`config.mk`:
```
export PLATFORM = sky130hd
export DESIGN_NAME = mem_access_unit
export DESIGN_NICKNAME = d
export VERILOG_FILES = /design/src/rtl/mem_access_pkg.sv /design/src/rtl/mem_access_unit_lane_mux.sv /design/src/rtl/mem_access_unit.sv
export SDC_FILE = /design/constraint.sdc
export NUM_CORES = 1
export LEC_CHECK = 0
export CAP_MARGIN = 15
export CORE_UTILIZATION = 35
export DETAILED_ROUTE_END_ITERATION = 7
export SETUP_SLACK_MARGIN = 0.15
export SLEW_MARGIN = 20
export SYNTH_ARGS = -nofsm -noshare
export SYNTH_HDL_FRONTEND = slang
export SYNTH_SLANG_ARGS = --single-unit
```
`constraint.sdc`:
```
create_clock -name clk -period 3.25 [get_ports clk]
set_input_delay 0.975 -clock clk [delete_from_list [all_inputs] [get_ports clk]]
set_output_delay 0.975 -clock clk [all_outputs]
set_load 0.1 [all_outputs]
```
`src/rtl/mem_access_pkg.sv`:
```
// Shared types and helpers for the load/store sequencer.
package mem_access_pkg;

  typedef enum logic [2:0] {
    OP_LW  = 3'd0,
    OP_LH  = 3'd1,
    OP_LHU = 3'd2,
    OP_LB  = 3'd3,
    OP_LBU = 3'd4,
    OP_SW  = 3'd5,
    OP_SH  = 3'd6,
    OP_SB  = 3'd7
  } mem_op_t;

  typedef enum logic [2:0] {
    S_IDLE,
    S_READ,
    S_WRITE,
    S_DONE,
    S_ERR
  } state_t;

  function automatic logic is_store(mem_op_t op);
    return (op == OP_SW) || (op == OP_SH) ||
           (op == OP_SB);
  endfunction

  function automatic logic is_aligned(mem_op_t op,
                                      logic [1:0] a);
    logic ok;
    ok = 1'b1;
    unique case (op)
      OP_LW, OP_SW:         ok = (a == 2'b00);
      OP_LH, OP_LHU, OP_SH: ok = ~a[0];
      default:              ok = 1'b1;
    endcase
    return ok;
  endfunction

endpackage

```
`src/rtl/mem_access_unit_lane_mux.sv`:
```
// Big-endian sub-word lane logic: load extract/extend
// and store read-modify-write merge.
module lane_mux
  import mem_access_pkg::*;
(
  input  mem_op_t     op_i,
  input  logic [1:0]  off_i,
  input  logic [31:0] word_i,
  input  logic [31:0] wdata_i,
  output logic [31:0] ld_o,
  output logic [31:0] st_o
);

  logic [7:0]  b;
  logic [15:0] h;
  logic [31:0] sb_w;
  logic [31:0] sh_w;

  always_comb begin
    b = word_i[31:24];
    sb_w = {wdata_i[7:0], word_i[23:0]};
    unique case (off_i)
      2'd1: begin
        b = word_i[23:16];
        sb_w = {word_i[31:24], wdata_i[7:0],
                word_i[15:0]};
      end
      2'd2: begin
        b = word_i[15:8];
        sb_w = {word_i[31:16], wdata_i[7:0],
                word_i[7:0]};
      end
      2'd3: begin
        b = word_i[7:0];
        sb_w = {word_i[31:8], wdata_i[7:0]};
      end
      default: ;
    endcase
  end

  assign h = off_i[1] ? word_i[15:0] : word_i[31:16];
  assign sh_w = off_i[1] ?
                {word_i[31:16], wdata_i[15:0]} :
                {wdata_i[15:0], word_i[15:0]};

  always_comb begin
    ld_o = word_i;
    st_o = wdata_i;
    unique case (op_i)
      OP_LH:   ld_o = {{16{h[15]}}, h};
      OP_LHU:  ld_o = {16'h0, h};
      OP_LB:   ld_o = {{24{b[7]}}, b};
      OP_LBU:  ld_o = {24'h0, b};
      OP_SB:   st_o = sb_w;
      OP_SH:   st_o = sh_w;
      default: ;
    endcase
  end

endmodule

```
`src/rtl/mem_access_unit.sv`:
```
// Load/store sequencer in front of the unified
// word-addressed memory; one request at a time.
module mem_access_unit
  import mem_access_pkg::*;
(
  input  logic        clk,
  input  logic        reset_n,
  input  logic        req,
  input  logic [2:0]  op,
  input  logic [31:0] addr,
  input  logic [31:0] wdata,
  output logic        busy,
  output logic        done,
  output logic        err,
  output logic [31:0] rdata,
  output logic [31:0] mem_a,
  output logic [31:0] mem_wd,
  output logic        mem_we,
  input  logic [31:0] mem_rd
);

  state_t      state_q, state_d;
  mem_op_t     op_q, op_d;
  logic [31:0] addr_q, addr_d;
  logic [31:0] wd_q, wd_d;
  logic [31:0] word_q, word_d;
  logic [31:0] rdata_q, rdata_d;
  logic [31:0] lm_word;
  logic [31:0] ld_val;
  logic [31:0] st_val;
  mem_op_t     op_in;

  assign op_in = mem_op_t'(op);

  // READ extracts straight from memory; WRITE merges into the held word
  assign lm_word = (state_q == S_READ) ? mem_rd : word_q;

  lane_mux u_lane_mux (
    .op_i    (op_q),
    .off_i   (addr_q[1:0]),
    .word_i  (lm_word),
    .wdata_i (wd_q),
    .ld_o    (ld_val),
    .st_o    (st_val)
  );

  always_ff @(posedge clk) begin
    if (!reset_n) begin
      state_q <= S_IDLE;
      op_q    <= OP_LW;
      addr_q  <= '0;
      wd_q    <= '0;
      word_q  <= '0;
      rdata_q <= '0;
    end else begin
      state_q <= state_d;
      op_q    <= op_d;
      addr_q  <= addr_d;
      wd_q    <= wd_d;
      word_q  <= word_d;
      rdata_q <= rdata_d;
    end
  end

  always_comb begin
    state_d = state_q;
    op_d    = op_q;
    addr_d  = addr_q;
    wd_d    = wd_q;
    word_d  = word_q;
    rdata_d = rdata_q;
    unique case (state_q)
      S_IDLE, S_DONE, S_ERR: begin
        state_d = S_IDLE;
        if (req) begin
          op_d   = op_in;
          addr_d = addr;
          wd_d   = wdata;
          if (!is_aligned(op_in, addr[1:0]))
            state_d = S_ERR;
          else if (op_in == OP_SW)
            state_d = S_WRITE;
          else
            state_d = S_READ;
        end
      end
      S_READ: begin
        word_d = mem_rd;
        if (is_store(op_q)) begin
          state_d = S_WRITE;
        end else begin
          state_d = S_DONE;
          rdata_d = ld_val;
        end
      end
      S_WRITE: state_d = S_DONE;
      default: state_d = S_IDLE;
    endcase
  end

  assign busy   = (state_q == S_READ) ||
                  (state_q == S_WRITE);
  assign done   = (state_q == S_DONE) ||
                  (state_q == S_ERR);
  assign err    = (state_q == S_ERR);
  assign rdata  = rdata_q;
  assign mem_a  = {addr_q[31:2], 2'b00};
  assign mem_wd = st_val;
  // a reset arriving during WRITE must block that edge's write
  assign mem_we = (state_q == S_WRITE) & reset_n;

endmodule

```
==> GITHUB_STEP_SUMMARY, run 1 <==
## Implementation flow summary

| Metric | Value |
|---|---|
| FFs w/ async S/R, synth | 0% |
| Combinational power | 7.34 mW |
| MI comb area | 0.00436 sq mm |
| Post-Syn Instances | 836 |
| FP Core Util | 36.1% |
| Register area | 0.00269 sq mm |
| Flop pwr share | 20.4% |
| Critical path's top delay family | buffers and inverters |
| Critical Path Sink Type | output port |
| N_diodes | 0 |
| Final hold violations | 0 |
| Critical path endpoint | mem_wd[18] |
| Critical-path top delay cell | clkdlybuf4s50_1 |
| PD cells | 1040 mW/mm^2 |
| First-pass DRT Iterations | 5 |
| MUX share of area | 7.43% |
| Outcome | complete, no violations |
| Logic share of the area | 39.3% |
| Tapcell Cnt | 260 |
| Post-route antenna net violation count | 0 |
| IO Pins | 202 |
| Seq/total area | 24.2% |
| Cycle use final | 99.0% |
| Pleak | 4.36 nW |
| Area of the die | 0.0201 sq mm |
| Yosys warns | 0 |
| Hold depth | 2 |
| Commonest cells post-synth | nand2_1 (174), dfxtp_1 (134), a21boi_0 (68) |
| Post-cts hold buffer count | 0 |
| Stages on worst setup path | 6 |
| Yosys Instances | 836 |
| Peak supply drop | 0.558 mV |
| Met1 Track Usage GR | 30.7% |
| Pint | 5.83 mW |
| Tool warnings | 29 |
| Post-synth area hogs | dfxtp_1 (39%), nand2_1 (9.6%), a21boi_0 (7.5%), mux2i_1 (5.7%), nor2b_1 (4.0%) |
| Initial antenna violation count | 0 |
| Commonest Layout Cell | nand2_1 |
| First-pass GRT wire length | 35800 um |
| Setup bufs post-CTS | 17 |
| Hold Worst Slack | 0.465 ns |
| Chip width | 142 um |
| Die height | 142 um |
| Max Used Layer | met4 |
| DP Wirelength | 15800 um |
| Nets | 1165 |
| Worst Max-Slew Pin Slew | 0.968 ns |
| Synth flops | 134 |
| Worst r2r src | state_q[1] |
| CTS HTree Levels | 4 |
| Largest net degree at the start of global routing | 85 |
| Global route hottest layer | met2 |
| Flip-flops with a built-in enable | 0 |
| DP Cell Count | 1269 |
| Biggest Area Class | multi-input combinational cells |
| Sequential logic power | 2.36 mW |
| CTS tree | done |
| WL met3 | 1790 um |
| Worst-path clk slew | 0.06 ns |
| Synthesis-to-layout area growth | 62.8% |
| Startpoint Class | primary input |
| Simple-gate portion of the synthesized area | 20.6% |
| PnR Total Power | 11.6 mW |
| Vias/cell | 5.02 |
| Met3 usage | 7.59% |
| Clock tree buffer depth | 2 |
| Post-Route M1 WL | 10400 um |
| Max cap viols | 0 |
| Hold Crit Class | reg2reg |
| Mapped cell area | 0.00682 sq mm |
| Pwr top | combinational cells |
| Comb power frac | 63.4% |
| Grt total ovfl | 0 |
| Biggest cell delay along the critical path | 0.55 ns |
| Crit path cell chain | clkdlybuf4s50_1 > mux2i_4 > nor2_1 > a21oi_2 > o21ai_2 > buf_12 |
| HP Start | addr_q[22] |
| Unrepaired setup endpoints after global routing | true |
| Clock network power share | 16.2% |
| Fin area | 0.0111 sq mm |
| Share of layout cells above drive strength 1 | 34.4% |
| Setup-failing EPs final | 0 |
| Setup_tns | 0 ns |
| Post-route insts no fill | 1336 |
| Switch Pwr | 5.74 mW |
| Critical path arrival | 2.24 ns |
| Adder-cell area share of the yosys netlist | 0% |
| Worst reg2reg path depth | 10 |
| Fillers | 1725 |
| Placement Cell Area | 0.00959 sq mm |
| Residual DRC | 0 |
| Clock-cell share of area | 5.12% |
| Final Max Slew Viols | 0 |
| Non-CTS buffers | 304 |
| Non-clk buf share | 28.1% |
| Switch share | 49.6% |
| Critical path class | in2out |
| Final Critical Period | 3.22 ns |
| Synthesized area per cell | 8.16 sq um |
| RePlAce Congestion | 0.891 |
| Post-synth top area cell | dfxtp_1 |
| R2R Setup Slk | 0.67 ns |
| WP data required | 2.27 ns |
| Synth top area share | 39.3% |
| Initial DRC count | 428 |
| Logic family by area | AND-OR/OR-AND gates |
| Final worst slack | 0.0315 ns |
| Post-synth seq share | 39.3% |
| XOR-XNOR Cells, Area Fraction | 0.257% |
| Clock group | 1.87 mW |
| Root buf cell | clkbuf_16 |
| Skew final | 0.00729 ns |
| CP Max Fanout | 2 |
| WHS Endpoint | addr_q[22] |
| Netlist cell types | 53 |
| Pre-CTS setup slack | -0.265 ns |
| Critical path startpoint | mem_rd[18] |
| YS chip area | 0.00682 sq mm |
| Slew HR | 35.2% |
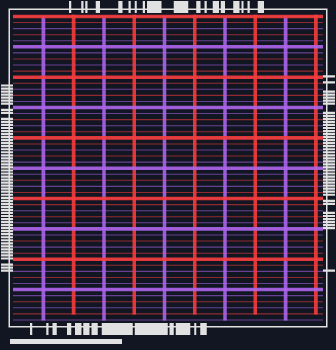
Figure 1: run 1, PDN straps and rails.
The bar under the picture is 50 um long. Pins as bars on the die edge.
| color | net |
|---|---|
| purple | VSS |
| red | VDD |
met5 straps: 10
met4 straps: 10
rows: 50

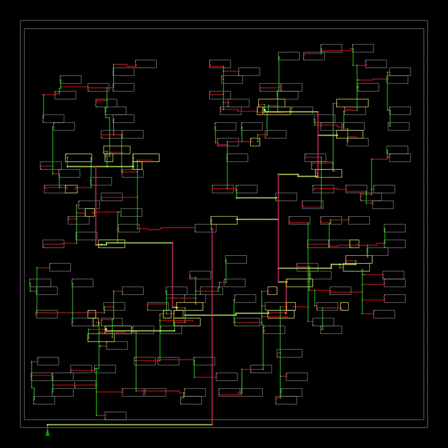
Figure 2: run 1, clock nets.
clkbuf count: 17
CTS Buf Count: 17
Late-Pin Clk Latency: 0.43 ns
clock tree sinks: 134
flop count: 134

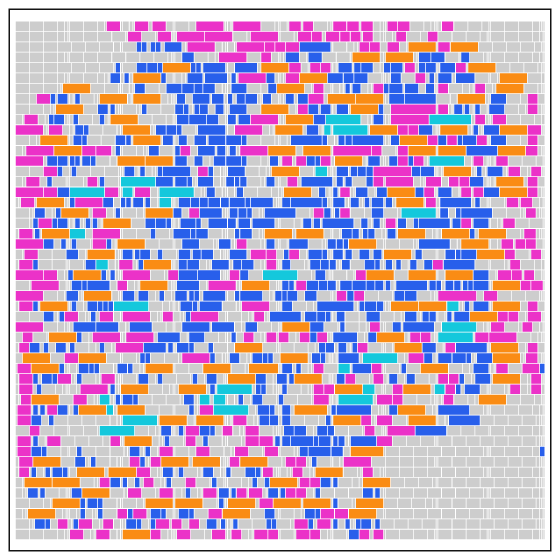
Figure 3: run 1, placement by cell class.
Fill, decap, tap and diode cells in gray.
| color | class | cells |
|---|---|---|
| blue | all other logic | 606 |
| cyan | clock drivers and dummy loads | 32 |
| magenta | other buffers and delay cells | 304 |
| orange | flip-flops | 134 |
Site Rows: 50
Core Util, Final: 58.8%
core box area: 0.0189 sq mm

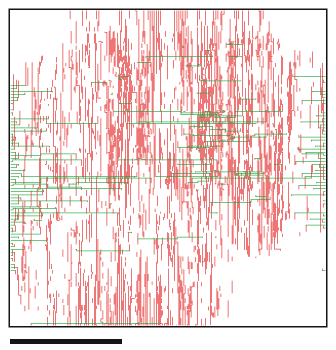
Figure 4: run 1, wiring by layer.
The bar under the picture is 50 um long. Only two layers are drawn.
| color | layer | wire length |
|---|---|---|
| green | met3 | 1790 um |
| red | met2 | 10500 um |
DR vias: 6703
wire per inst: 17.3 um
routed wire length: 23100 um
GRT Total Usage: 23.4%

==> run 2, diff against run 1 <==
- GPL_TIMING_DRIVEN: default -> 0
- TNS_END_PERCENT: default -> 30
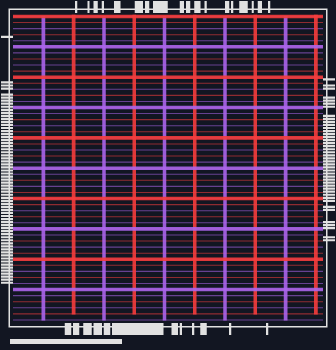
Figure 5: run 2, PDN straps and rails.
The bar under the picture is 50 um long. Pins as bars on the die edge.
| color | net |
|---|---|
| purple | VSS |
| red | VDD |
met5 straps: 10
met4 straps: 10

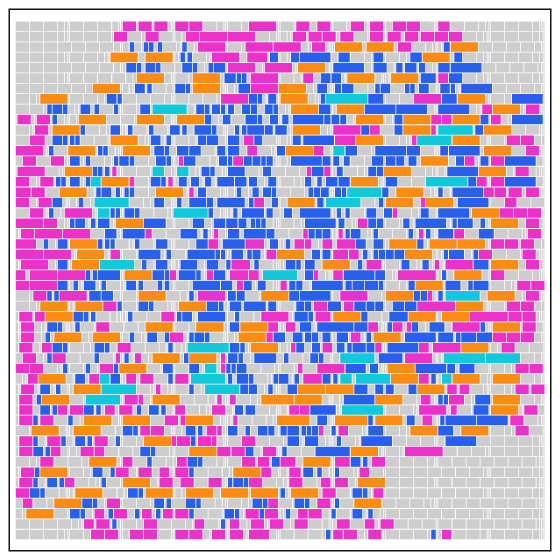
Figure 6: run 2, placement by cell class.
Fill, decap, tap and diode cells in gray.
| color | class | cells |
|---|---|---|
| cyan | clock drivers and dummy loads | 31 |
| orange | flip-flops | 134 |
| blue | all other logic | 606 |
| magenta | other buffers and delay cells | 340 |

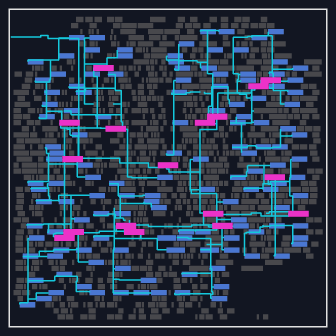
Figure 7: run 2, clock distribution.
[blue] flip-flops | count: 134
[cyan] clock wires | length: 2020 um
[magenta] cells driving clock nets | count: 17
routed clock nets: 18

==> run 2 against run 1 <==
The run now ends with negative setup slack left; total power up 3.7%; clock-buffer cell count unchanged; combinational power up 2%; final cell count up 2.6%; synthesized cell count unchanged; final area up 3.1%; routed wire length up 11%; core utilization up 1.8 points; clock skew up 0.0015 ns; hold slack worse by 0.0093 ns; critical endpoint is now mem_wd[20].
==> GITHUB_STEP_SUMMARY, run 2 <==
## Implementation flow summary

| Metric | Value |
|---|---|
| Netlist cell types | 53 (unchanged) |
| MUX share of area | 7.43% (unchanged) |
| Biggest cell delay along the critical path | 0.35 ns (-0.20 ns) |
| Clock tree sinks | 134 (unchanged) |
| DR vias | 7042 (+5.1%) |
| CTS HTree Levels | 4 (unchanged) |
| N_diodes | 0 (unchanged) |
| Post-cts hold buffer count | 0 (unchanged) |
| Critical-path top delay cell | dfxtp_4 |
| Fillers | 1651 (-4.3%) |
| Largest net degree at the start of global routing | 17 (-80%) |
| Hold Crit Class | reg2reg |
| RePlAce Congestion | 0.921 (+3.3%) |
| Share of layout cells above drive strength 1 | 26.5% (-7.9 points) |
| Commonest cells post-synth | nand2_1 (174), dfxtp_1 (134), a21boi_0 (68) |
| Post-synth seq share | 39.3% (unchanged) |
| Combinational power | 7.46 mW (+2%) |
| Site Rows | 50 (unchanged) |
| Worst reg2reg path depth | 7 (-3) |
| Non-CTS buffers | 340 (+12%) |
| Initial antenna violation count | 0 (unchanged) |
| Unrepaired setup endpoints after global routing | true |
| Post-Route M1 WL | 11500 um (+11%) |
| Clock group | 2.17 mW (+16%) |
| Final worst slack | -0.111 ns (-0.143 ns) |
| Crit path cell chain | nor3b_4 > buf_6 > buf_12 > buf_16 > mux2i_4 > nand2_1 > o211ai_1 > nand2_1 > buf_12 |
| Stages on worst setup path | 9 (+3) |
| Critical path startpoint | state_q[1] |
| Yosys Instances | 836 (unchanged) |
| Final Critical Period | 3.36 ns (+0.143 ns) |
| Flop count | 134 (unchanged) |
| Synthesized area per cell | 8.16 sq um (unchanged) |
| Cycle use final | 103% (+4.4 points) |
| Clock-cell share of area | 5.68% (+0.57 points) |
| Vias/cell | 5.14 (+2.4%) |
| Clock tree buffer depth | 2 (unchanged) |
| Pint | 6.17 mW (+5.7%) |
| IO Pins | 202 (unchanged) |
| Root buf cell | clkbuf_16 |
| Pwr top | combinational cells |
| Setup bufs post-CTS | 33 (+16) |
| Grt total ovfl | 0 (unchanged) |
| Adder-cell area share of the yosys netlist | 0% (unchanged) |
| Flop pwr share | 19.8% (-0.6 points) |
| Failing checks | negative setup slack |
| Register area | 0.00269 sq mm (about the same) |
| PnR Total Power | 12.0 mW (+3.7%) |
| R2R Setup Slk | 0.76 ns (+0.09 ns) |
| Switch share | 48.6% (-0.97 points) |
| Critical path endpoint | mem_wd[20] |
| Logic family by area | AND-OR/OR-AND gates |
| First-pass GRT wire length | 38900 um (+8.6%) |
| Setup_tns | -0.835 ns (-0.835 ns) |
| XOR-XNOR Cells, Area Fraction | 0.257% (unchanged) |
| Peak supply drop | 0.532 mV (-4.7%) |
| First-pass DRT Iterations | 5 (unchanged) |
| Post-Syn Instances | 836 (unchanged) |
| Commonest Layout Cell | nand2_1 |
| Biggest Area Class | multi-input combinational cells |
| Chip width | 142 um (unchanged) |
| Critical path arrival | 2.39 ns (+0.15 ns) |
| Max cap viols | 0 (unchanged) |
| Worst-path clk slew | 0.06 ns (about the same) |
| Pre-CTS setup slack | -1.40 ns (-1.13 ns) |
| DP Cell Count | 1296 (+2.1%) |
| Pleak | 4.32 nW (-0.81%) |
| Area of the die | 0.0201 sq mm (unchanged) |
| CTS tree | done |
| Critical path class | reg2out |
| Startpoint Class | flip-flop |
| Flip-flops with a built-in enable | 0 (unchanged) |
| Critical Path Sink Type | output port |
| Late-Pin Clk Latency | 0.43 ns (about the same) |
| Max Used Layer | met4 |
| Synth flops | 134 (unchanged) |
| YS chip area | 0.00682 sq mm (unchanged) |
| Simple-gate portion of the synthesized area | 20.6% (unchanged) |
| Tool warnings | 29 (unchanged) |
| Tapcell Cnt | 260 (unchanged) |
| Setup-failing EPs final | 18 (+18) |
| Fin area | 0.0114 sq mm (+3.1%) |
| Die height | 142 um (unchanged) |
| Critical path's top delay family | buffers and inverters |
| Residual DRC | 0 (unchanged) |
| Wire per inst | 18.8 um (+8.6%) |
| Clkbuf count | 17 (unchanged) |
| Hold depth | 1 (-1) |
| Placement Cell Area | 0.00928 sq mm (-3.3%) |
| Core box area | 0.0189 sq mm (unchanged) |
| FFs w/ async S/R, synth | 0% (unchanged) |
| Switch Pwr | 5.84 mW (+1.7%) |
| GRT Total Usage | 26.0% (+2.6 points) |
| Post-route insts no fill | 1371 (+2.6%) |
| Post-route antenna net violation count | 0 (unchanged) |
| Final hold violations | 0 (unchanged) |
| Outcome | finished, violations left |
| Sequential logic power | 2.37 mW (about the same) |
| Post-synth area hogs | dfxtp_1 (39%), nand2_1 (9.6%), a21boi_0 (7.5%), mux2i_1 (5.7%), nor2b_1 (4.0%) |
| Met1 Track Usage GR | 34.3% (+3.6 points) |
| Comb power frac | 62.1% (-1.3 points) |
| Worst Max-Slew Pin Slew | 1.16 ns (+0.188 ns) |
| WL met3 | 2170 um (+21%) |
| Synthesis-to-layout area growth | 67.7% |
| Met3 usage | 7.73% (+0.13 points) |
| Initial DRC count | 551 (+29%) |
| Skew final | 0.00879 ns (+0.00150 ns) |
| Slew HR | 22.3% (-13 points) |
| MI comb area | 0.00431 sq mm (-1.2%) |
| CP Max Fanout | 5 (+3) |
| Mapped cell area | 0.00682 sq mm (unchanged) |
| Core Util, Final | 60.6% (+1.8 points) |
| FP Core Util | 36.1% (unchanged) |
No activity file was given, so power comes from the tool's default toggle rates.
